File: config.mk
export PLATFORM = sky130hd
export DESIGN_NAME = sap_core_param_flat
export DESIGN_NICKNAME = d
export VERILOG_FILES = /design/src/rtl/sap_core_param_if.sv /design/src/rtl/sap_core_param.sv /design/src/flat_wrapper.sv
export SDC_FILE = /design/constraint.sdc
export NUM_CORES = 1
export LEC_CHECK = 0
export ABC_AREA = 0
export CAP_MARGIN = 40
export CELL_PAD_IN_SITES_DETAIL_PLACEMENT = 0
export CELL_PAD_IN_SITES_GLOBAL_PLACEMENT = 2
export CORE_MARGIN = 5
export CORE_UTILIZATION = 30
export DETAILED_ROUTE_END_ITERATION = 8
export DONT_BUFFER_PORTS = 1
export PLACE_DENSITY = 0.54
export SLEW_MARGIN = 0
export SYNTH_ARGS = -nofsm -noshare
export SYNTH_HDL_FRONTEND = slang
export SYNTH_SLANG_ARGS = --single-unit
File: constraint.sdc
create_clock -name clk -period 3.03 [get_ports clk]
set_input_delay 0.7575 -clock clk [delete_from_list [all_inputs] [get_ports clk]]
set_output_delay 0.7575 -clock clk [all_outputs]
set_load 0.01 [all_outputs]
File: src/rtl/sap_core_param_if.sv
// Host-side bus of sap_core_param: program-load port, run control, output register and status.
interface sap_core_param_if #(
  parameter int unsigned DATA_W = 8,
  parameter int unsigned ADDR_W = 4
);
  logic              start;
  logic              prog_we;
  logic [ADDR_W-1:0] prog_addr;
  logic [DATA_W-1:0] prog_data;
  logic [DATA_W-1:0] out_data;
  logic              out_valid;
  logic              halted;
  logic              flag_c;
  logic              flag_z;

  modport master (
    output start, prog_we, prog_addr, prog_data,
    input  out_data, out_valid, halted, flag_c, flag_z
  );

  modport slave (
    input  start, prog_we, prog_addr, prog_data,
    output out_data, out_valid, halted, flag_c, flag_z
  );
endinterface

File: src/rtl/sap_core_param.sv
// Parametrised SAP accumulator core: A/B, ALU flags, PC, MAR, IR, RAM, output reg, T-state control.
// Define SAP_LOGIC_OPS_EN to enable the AND/OR/XOR opcodes (9/A/B); otherwise they execute as NOP.
module sap_core_param #(
  parameter int unsigned DATA_W = 8,
  parameter int unsigned ADDR_W = 4
) (
  input  logic            clk,
  input  logic            reset,
  sap_core_param_if.slave bus
);
  localparam int unsigned DEPTH = 2 ** ADDR_W;
  localparam int unsigned OP_W  = 4;

  localparam logic [OP_W-1:0] OP_NOP = 4'h0;
  localparam logic [OP_W-1:0] OP_LDA = 4'h1;
  localparam logic [OP_W-1:0] OP_ADD = 4'h2;
  localparam logic [OP_W-1:0] OP_SUB = 4'h3;
  localparam logic [OP_W-1:0] OP_STA = 4'h4;
  localparam logic [OP_W-1:0] OP_LDI = 4'h5;
  localparam logic [OP_W-1:0] OP_JMP = 4'h6;
  localparam logic [OP_W-1:0] OP_JC  = 4'h7;
  localparam logic [OP_W-1:0] OP_JZ  = 4'h8;
`ifdef SAP_LOGIC_OPS_EN
  localparam logic [OP_W-1:0] OP_AND = 4'h9;
  localparam logic [OP_W-1:0] OP_OR  = 4'hA;
  localparam logic [OP_W-1:0] OP_XOR = 4'hB;
`endif
  localparam logic [OP_W-1:0] OP_OUT = 4'hE;
  localparam logic [OP_W-1:0] OP_HLT = 4'hF;

  typedef enum logic [2:0] {
    S_HALT,
    S_F0,
    S_F1,
    S_E0,
    S_E1,
    S_E2
  } state_e;

  state_e            state_q, state_d;
  logic [ADDR_W-1:0] pc_q, pc_d;
  logic [ADDR_W-1:0] mar_q, mar_d;
  logic [DATA_W-1:0] ir_q, ir_d;
  logic [DATA_W-1:0] a_q, a_d;
  logic [DATA_W-1:0] b_q, b_d;
  logic [DATA_W-1:0] out_q, out_d;
  logic              out_valid_q, out_valid_d;
  logic              halted_q, halted_d;
  logic              flag_c_q, flag_c_d;
  logic              flag_z_q, flag_z_d;

  logic [DATA_W-1:0] mem_q [DEPTH];
  logic              mem_we;
  logic [ADDR_W-1:0] mem_waddr;
  logic [DATA_W-1:0] mem_wdata;

  logic [OP_W-1:0]   opcode;
  logic [ADDR_W-1:0] operand;
  logic [DATA_W-1:0] rd_data;
  logic [DATA_W:0]   sum;
  logic [DATA_W-1:0] diff;
  logic              two_op;

  // Decode and datapath helpers; RAM read is asynchronous from MAR.
  always_comb begin
    opcode  = ir_q[DATA_W-1 -: OP_W];
    operand = ir_q[ADDR_W-1:0];
    rd_data = mem_q[mar_q];
    sum     = {1'b0, a_q} + {1'b0, b_q};
    diff    = a_q - b_q;
    two_op  = (opcode == OP_ADD) || (opcode == OP_SUB);
`ifdef SAP_LOGIC_OPS_EN
    two_op  = two_op || (opcode == OP_AND) || (opcode == OP_OR) || (opcode == OP_XOR);
`endif
  end

  // Next-state, datapath and RAM write control.
  always_comb begin
    state_d     = state_q;
    pc_d        = pc_q;
    mar_d       = mar_q;
    ir_d        = ir_q;
    a_d         = a_q;
    b_d         = b_q;
    out_d       = out_q;
    out_valid_d = 1'b0;
    flag_c_d    = flag_c_q;
    flag_z_d    = flag_z_q;
    mem_we      = 1'b0;
    mem_waddr   = mar_q;
    mem_wdata   = a_q;

    case (state_q)
      S_HALT: begin
        if (bus.start) state_d = S_F0;
      end
      S_F0: begin
        mar_d   = pc_q;
        state_d = S_F1;
      end
      S_F1: begin
        ir_d    = rd_data;
        pc_d    = pc_q + ADDR_W'(1);
        state_d = S_E0;
      end
      S_E0: begin
        state_d = S_F0;
        if (two_op || (opcode == OP_LDA) || (opcode == OP_STA)) begin
          mar_d   = operand;
          state_d = S_E1;
        end else begin
          case (opcode)
            OP_NOP: ;
            OP_LDI: a_d = DATA_W'(operand);
            OP_JMP: pc_d = operand;
            OP_JC:  if (flag_c_q) pc_d = operand;
            OP_JZ:  if (flag_z_q) pc_d = operand;
            OP_OUT: begin
              out_d       = a_q;
              out_valid_d = 1'b1;
            end
            OP_HLT: state_d = S_HALT;
            default: ;
          endcase
        end
      end
      S_E1: begin
        state_d = S_F0;
        if (two_op) begin
          b_d     = rd_data;
          state_d = S_E2;
        end else if (opcode == OP_LDA) begin
          a_d = rd_data;
        end else if ((opcode == OP_STA) && !reset) begin
          mem_we = 1'b1;
        end
      end
      S_E2: begin
        state_d = S_F0;
        case (opcode)
          OP_ADD: begin
            {flag_c_d, a_d} = sum;
            flag_z_d        = (sum[DATA_W-1:0] == '0);
          end
          OP_SUB: begin
            a_d      = diff;
            flag_c_d = (a_q >= b_q);
            flag_z_d = (diff == '0);
          end
`ifdef SAP_LOGIC_OPS_EN
          OP_AND: begin
            a_d      = a_q & b_q;
            flag_c_d = 1'b0;
            flag_z_d = ((a_q & b_q) == '0);
          end
          OP_OR: begin
            a_d      = a_q | b_q;
            flag_c_d = 1'b0;
            flag_z_d = ((a_q | b_q) == '0);
          end
          OP_XOR: begin
            a_d      = a_q ^ b_q;
            flag_c_d = 1'b0;
            flag_z_d = ((a_q ^ b_q) == '0);
          end
`endif
          default: ;
        endcase
      end
      default: state_d = S_HALT;
    endcase

    // Host load wins; it is only accepted while halted or held in reset.
    if (bus.prog_we && ((state_q == S_HALT) || reset)) begin
      mem_we    = 1'b1;
      mem_waddr = bus.prog_addr;
      mem_wdata = bus.prog_data;
    end

    halted_d = (state_d == S_HALT);
  end

  always_ff @(posedge clk) begin
    if (reset) begin
      state_q     <= S_HALT;
      pc_q        <= '0;
      mar_q       <= '0;
      ir_q        <= '0;
      a_q         <= '0;
      b_q         <= '0;
      out_q       <= '0;
      out_valid_q <= 1'b0;
      halted_q    <= 1'b1;
      flag_c_q    <= 1'b0;
      flag_z_q    <= 1'b0;
    end else begin
      state_q     <= state_d;
      pc_q        <= pc_d;
      mar_q       <= mar_d;
      ir_q        <= ir_d;
      a_q         <= a_d;
      b_q         <= b_d;
      out_q       <= out_d;
      out_valid_q <= out_valid_d;
      halted_q    <= halted_d;
      flag_c_q    <= flag_c_d;
      flag_z_q    <= flag_z_d;
    end
  end

  // Program RAM keeps its contents through reset.
  always_ff @(posedge clk) begin
    if (mem_we) mem_q[mem_waddr] <= mem_wdata;
  end

  assign bus.out_data  = out_q;
  assign bus.out_valid = out_valid_q;
  assign bus.halted    = halted_q;
  assign bus.flag_c    = flag_c_q;
  assign bus.flag_z    = flag_z_q;
endmodule

File: src/flat_wrapper.sv
// flat-port wrapper written by rule: the top's interface ports become plain ports
module sap_core_param_flat 
#(
  parameter int unsigned DATA_W = 8,
  parameter int unsigned ADDR_W = 4
)
  (clk, reset, bus_start, bus_prog_we, bus_prog_addr, bus_prog_data, bus_out_data, bus_out_valid, bus_halted, bus_flag_c, bus_flag_z);
  sap_core_param_if #(.DATA_W(DATA_W), .ADDR_W(ADDR_W)) bus_i ();
  input  logic clk;
  input  logic reset;
  input wire logic [$bits(bus_i.start)-1:0] bus_start;
  input wire logic [$bits(bus_i.prog_we)-1:0] bus_prog_we;
  input wire logic [$bits(bus_i.prog_addr)-1:0] bus_prog_addr;
  input wire logic [$bits(bus_i.prog_data)-1:0] bus_prog_data;
  output wire logic [$bits(bus_i.out_data)-1:0] bus_out_data;
  output wire logic [$bits(bus_i.out_valid)-1:0] bus_out_valid;
  output wire logic [$bits(bus_i.halted)-1:0] bus_halted;
  output wire logic [$bits(bus_i.flag_c)-1:0] bus_flag_c;
  output wire logic [$bits(bus_i.flag_z)-1:0] bus_flag_z;
  assign bus_i.start = bus_start;
  assign bus_i.prog_we = bus_prog_we;
  assign bus_i.prog_addr = bus_prog_addr;
  assign bus_i.prog_data = bus_prog_data;
  assign bus_out_data = bus_i.out_data;
  assign bus_out_valid = bus_i.out_valid;
  assign bus_halted = bus_i.halted;
  assign bus_flag_c = bus_i.flag_c;
  assign bus_flag_z = bus_i.flag_z;
  sap_core_param #(.DATA_W(DATA_W), .ADDR_W(ADDR_W)) u_core (.clk(clk), .reset(reset), .bus(bus_i));
endmodule
### Cell classes on the final placement

Fill, decap, tap and diode cells in gray.
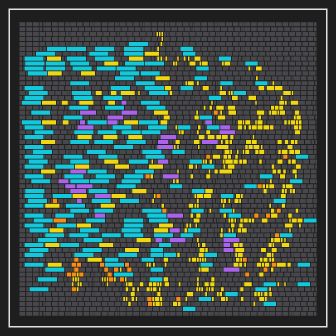
| class | color | cells | share of their area |
|---|---|---|---|
| other buffers and delay cells | orange | 36 | 3.2% |
| clock drivers and dummy loads | purple | 32 | 7.1% |
| all other logic | yellow | 416 | 35% |
| flip-flops | cyan | 179 | 54% |
total core area: 27000 sq um
post-route cell area: 9370 sq um
register share of the cell area: 51.9%

### I/O nets highlighted

The bar under the picture is 50 um long.
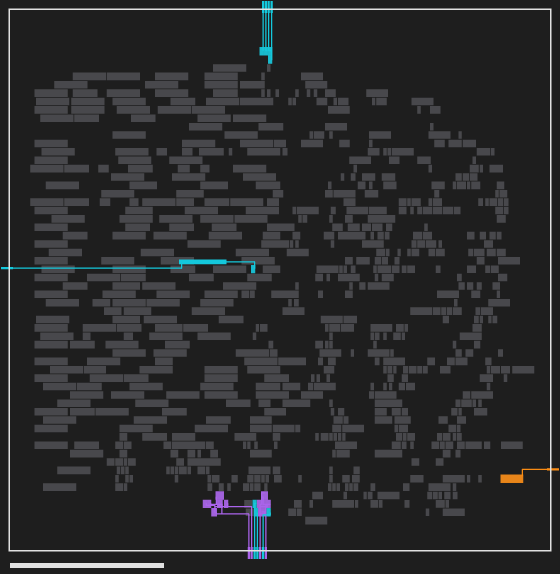
| port | color | direction | end cells | wire |
|---|---|---|---|---|
| `bus_halted` | orange | output | 1 | 10.7 um |
| `bus_prog_addr` | purple | input | 10 | 110 um |
| `bus_prog_data` | cyan | input | 8 | 180 um |
count of buffers inserted at the top-level ports: 0
# IOs: 28

==> summary.rpt <==
CLOCKING
-------------------------------------------------------------------------
Total of cells resized after clock tree synthesis                       0
Hold_buf cts                                                            0
Setup fix buffers added after clock tree synthesis                      0

LOGIC SYNTHESIS
-------------------------------------------------------------------------
Tally of unique sky130hd cells used after synthesis                    60
Prevailing post-synth register cell                          sky130_fd_sc_hd__edfxtp_1
FFs w/ async S/R, synth                                                0%

STA
-------------------------------------------------------------------------
Slew at the pin closest to its max-slew limit                      802 ps
Worst slew margin                                                   46.4%
Setup TNS Final                                                      0 ps
Count of endpoints failing hold in the final timing report              0
Final worst slack                                                  303 ps

RUN STATUS
-------------------------------------------------------------------------
Run status                                                      completed

FLOORPLAN
-------------------------------------------------------------------------
Starting density of the core                                        30.4%
Overall die width                                                  175 um
Area of the die                                               30700 sq um

WORST HOLD PATH
-------------------------------------------------------------------------
Min-Delay Startpoint                                                reset

GRT
-------------------------------------------------------------------------
Initial antenna violation count                                         1
Global-route wire length before repair                           33100 um

CRITICAL PATH
-------------------------------------------------------------------------
Kind of critical path                                        flip-flop to flip-flop
Type of element launching the critical path                     flip-flop
Cell Chain, Critical Path                                    inv_1 > ha_1 > inv_1 > fa_1 > a211oi_1 > o21ai_0 > a211oi_1 > o2bb2ai_1 > o21ai_0 > a21oi_1
Critical Path Sink                                           u_core.a_q[6]
Critical path endpoint category                                 flip-flop
Max stage delay on crit path                                       510 ps

POWER AND IR DROP
-------------------------------------------------------------------------
Combinational cell fraction of total power                           8.6%
Portion of total power attributed to sequential cells               49.9%

LAYOUT
-------------------------------------------------------------------------
Area added between synthesis and finish                             14.4%

### Signal wires by layer

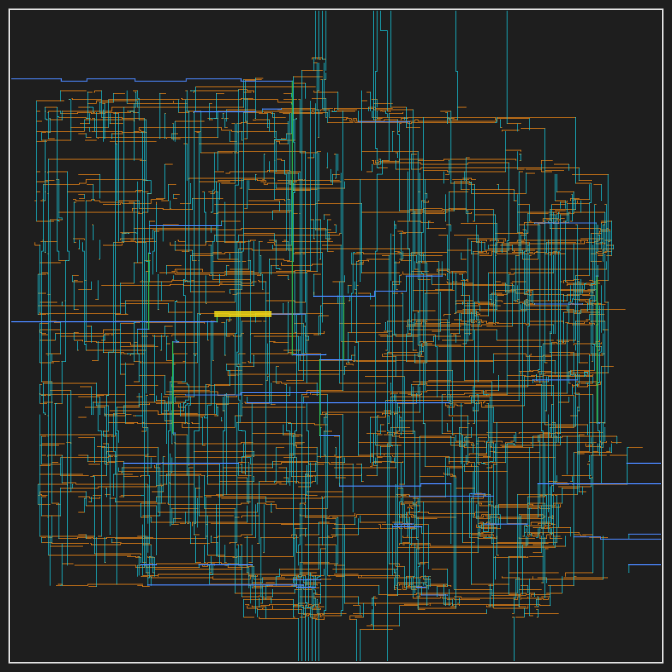
| layer | color | wire length |
|---|---|---|
| met5 | yellow | 13.8 um |
| met2 | cyan | 11200 um |
| met3 | blue | 673 um |
| met1 | orange | 9370 um |
| met4 | green | 197 um |
routed length per placed instance: 21.3 um
final routed wirelength across all metal layers: 21400 um
Total Routing Usage GR: 14.4%

## flip-flops by register name, indices dropped and copies added (netlist names), 3 cells and up, named ones only
signal,flops
u_core.pc_q,4
u_core.bus.out_data,8
u_core.mar_q,4
u_core.state_q,3
u_core.mem_q,128
u_core.a_q,8
u_core.ir_q,8
u_core.b_q,8
## metrics by stage
stage / cell area, sq um / power (mW) / utilization (%) / instances
4_1_cts: 9370 / 5.65 / 34.8 / 1004
5_1_grt: 9370 / 5.80 / 34.8 / 1004
3_3_place_gp: 8740 / 3.31 / 32.4 / 972
6_report: 9370 / 5.56 / 34.8 / 1004
2_1_floorplan: 8190 / 3.16 / - / 630
3_5_place_dp: 8740 / 3.32 / 32.4 / 972
## cell families after synthesis
| logic type | Yosys count | share of synthesized area [%] |
|---|---|---|
| fa+ha+maj | 19 | 3.09 |
| mux | 67 | 13.9 |
| compound gates | 99 | 8.08 |
| flops | 179 | 59.4 |
| xor+xnor | 12 | 1.28 |
| buf+inv | 57 | 3.09 |
| simple gates | 197 | 11.1 |
## metal layers
| layer | up-vias | track usage [%] | wire, um |
|---|---|---|---|
| met5 | - | 0 | 13 |
| met4 | 2 | 3.37 | 197 |
| met1 | 2592 | 18.6 | 9370 |
| met2 | 66 | 25.1 | 11200 |
| li1 | 2394 | - | - |
| met3 | 15 | 2.86 | 672 |
## cell type report
| class | instances | area share (%) |
|---|---|---|
| sequential | 179 | 51.9 |
| timing repair buffer | 36 | 3.02 |
| tap | 341 | 4.55 |
| clock buffer | 17 | 4.54 |
| clock inverter | 15 | 2.20 |
| inverter | 22 | 0.882 |
| multi-input combinational | 394 | 32.9 |
## cell usage after synthesis, types with 4 or more instances
library cell	count
sky130_fd_sc_hd__edfxtp_1	128
sky130_fd_sc_hd__a22oi_1	4
sky130_fd_sc_hd__nor2b_1	6
sky130_fd_sc_hd__nand2b_1	9
sky130_fd_sc_hd__a311oi_1	4
sky130_fd_sc_hd__nand3b_1	4
sky130_fd_sc_hd__mux2i_1	24
sky130_fd_sc_hd__nand4_1	4
sky130_fd_sc_hd__a31oi_1	6
sky130_fd_sc_hd__nand3_1	8
sky130_fd_sc_hd__a211oi_1	14
sky130_fd_sc_hd__mux2_2	5
sky130_fd_sc_hd__o21a_1	4
sky130_fd_sc_hd__dfxtp_1	51
sky130_fd_sc_hd__mux4_2	37
sky130_fd_sc_hd__and2_1	4
sky130_fd_sc_hd__o21ai_0	11
sky130_fd_sc_hd__xnor2_1	10
sky130_fd_sc_hd__nand2_1	57
sky130_fd_sc_hd__ha_1	17
sky130_fd_sc_hd__buf_2	10
sky130_fd_sc_hd__o21ai_1	5
sky130_fd_sc_hd__nor2_1	77
sky130_fd_sc_hd__a21oi_1	26
sky130_fd_sc_hd__inv_1	22
sky130_fd_sc_hd__clkbuf_1	18
sky130_fd_sc_hd__nor3_1	11
## critical path: cells and delay by family, from the launching register on
family	cells	cell delay [ps]
AND-OR/OR-AND	6	1460
flip-flops	1	350
buffers and inverters	2	170
adder cells (fa/ha/maj)	2	690
No activity file was given, so power comes from the tool's default toggle rates.
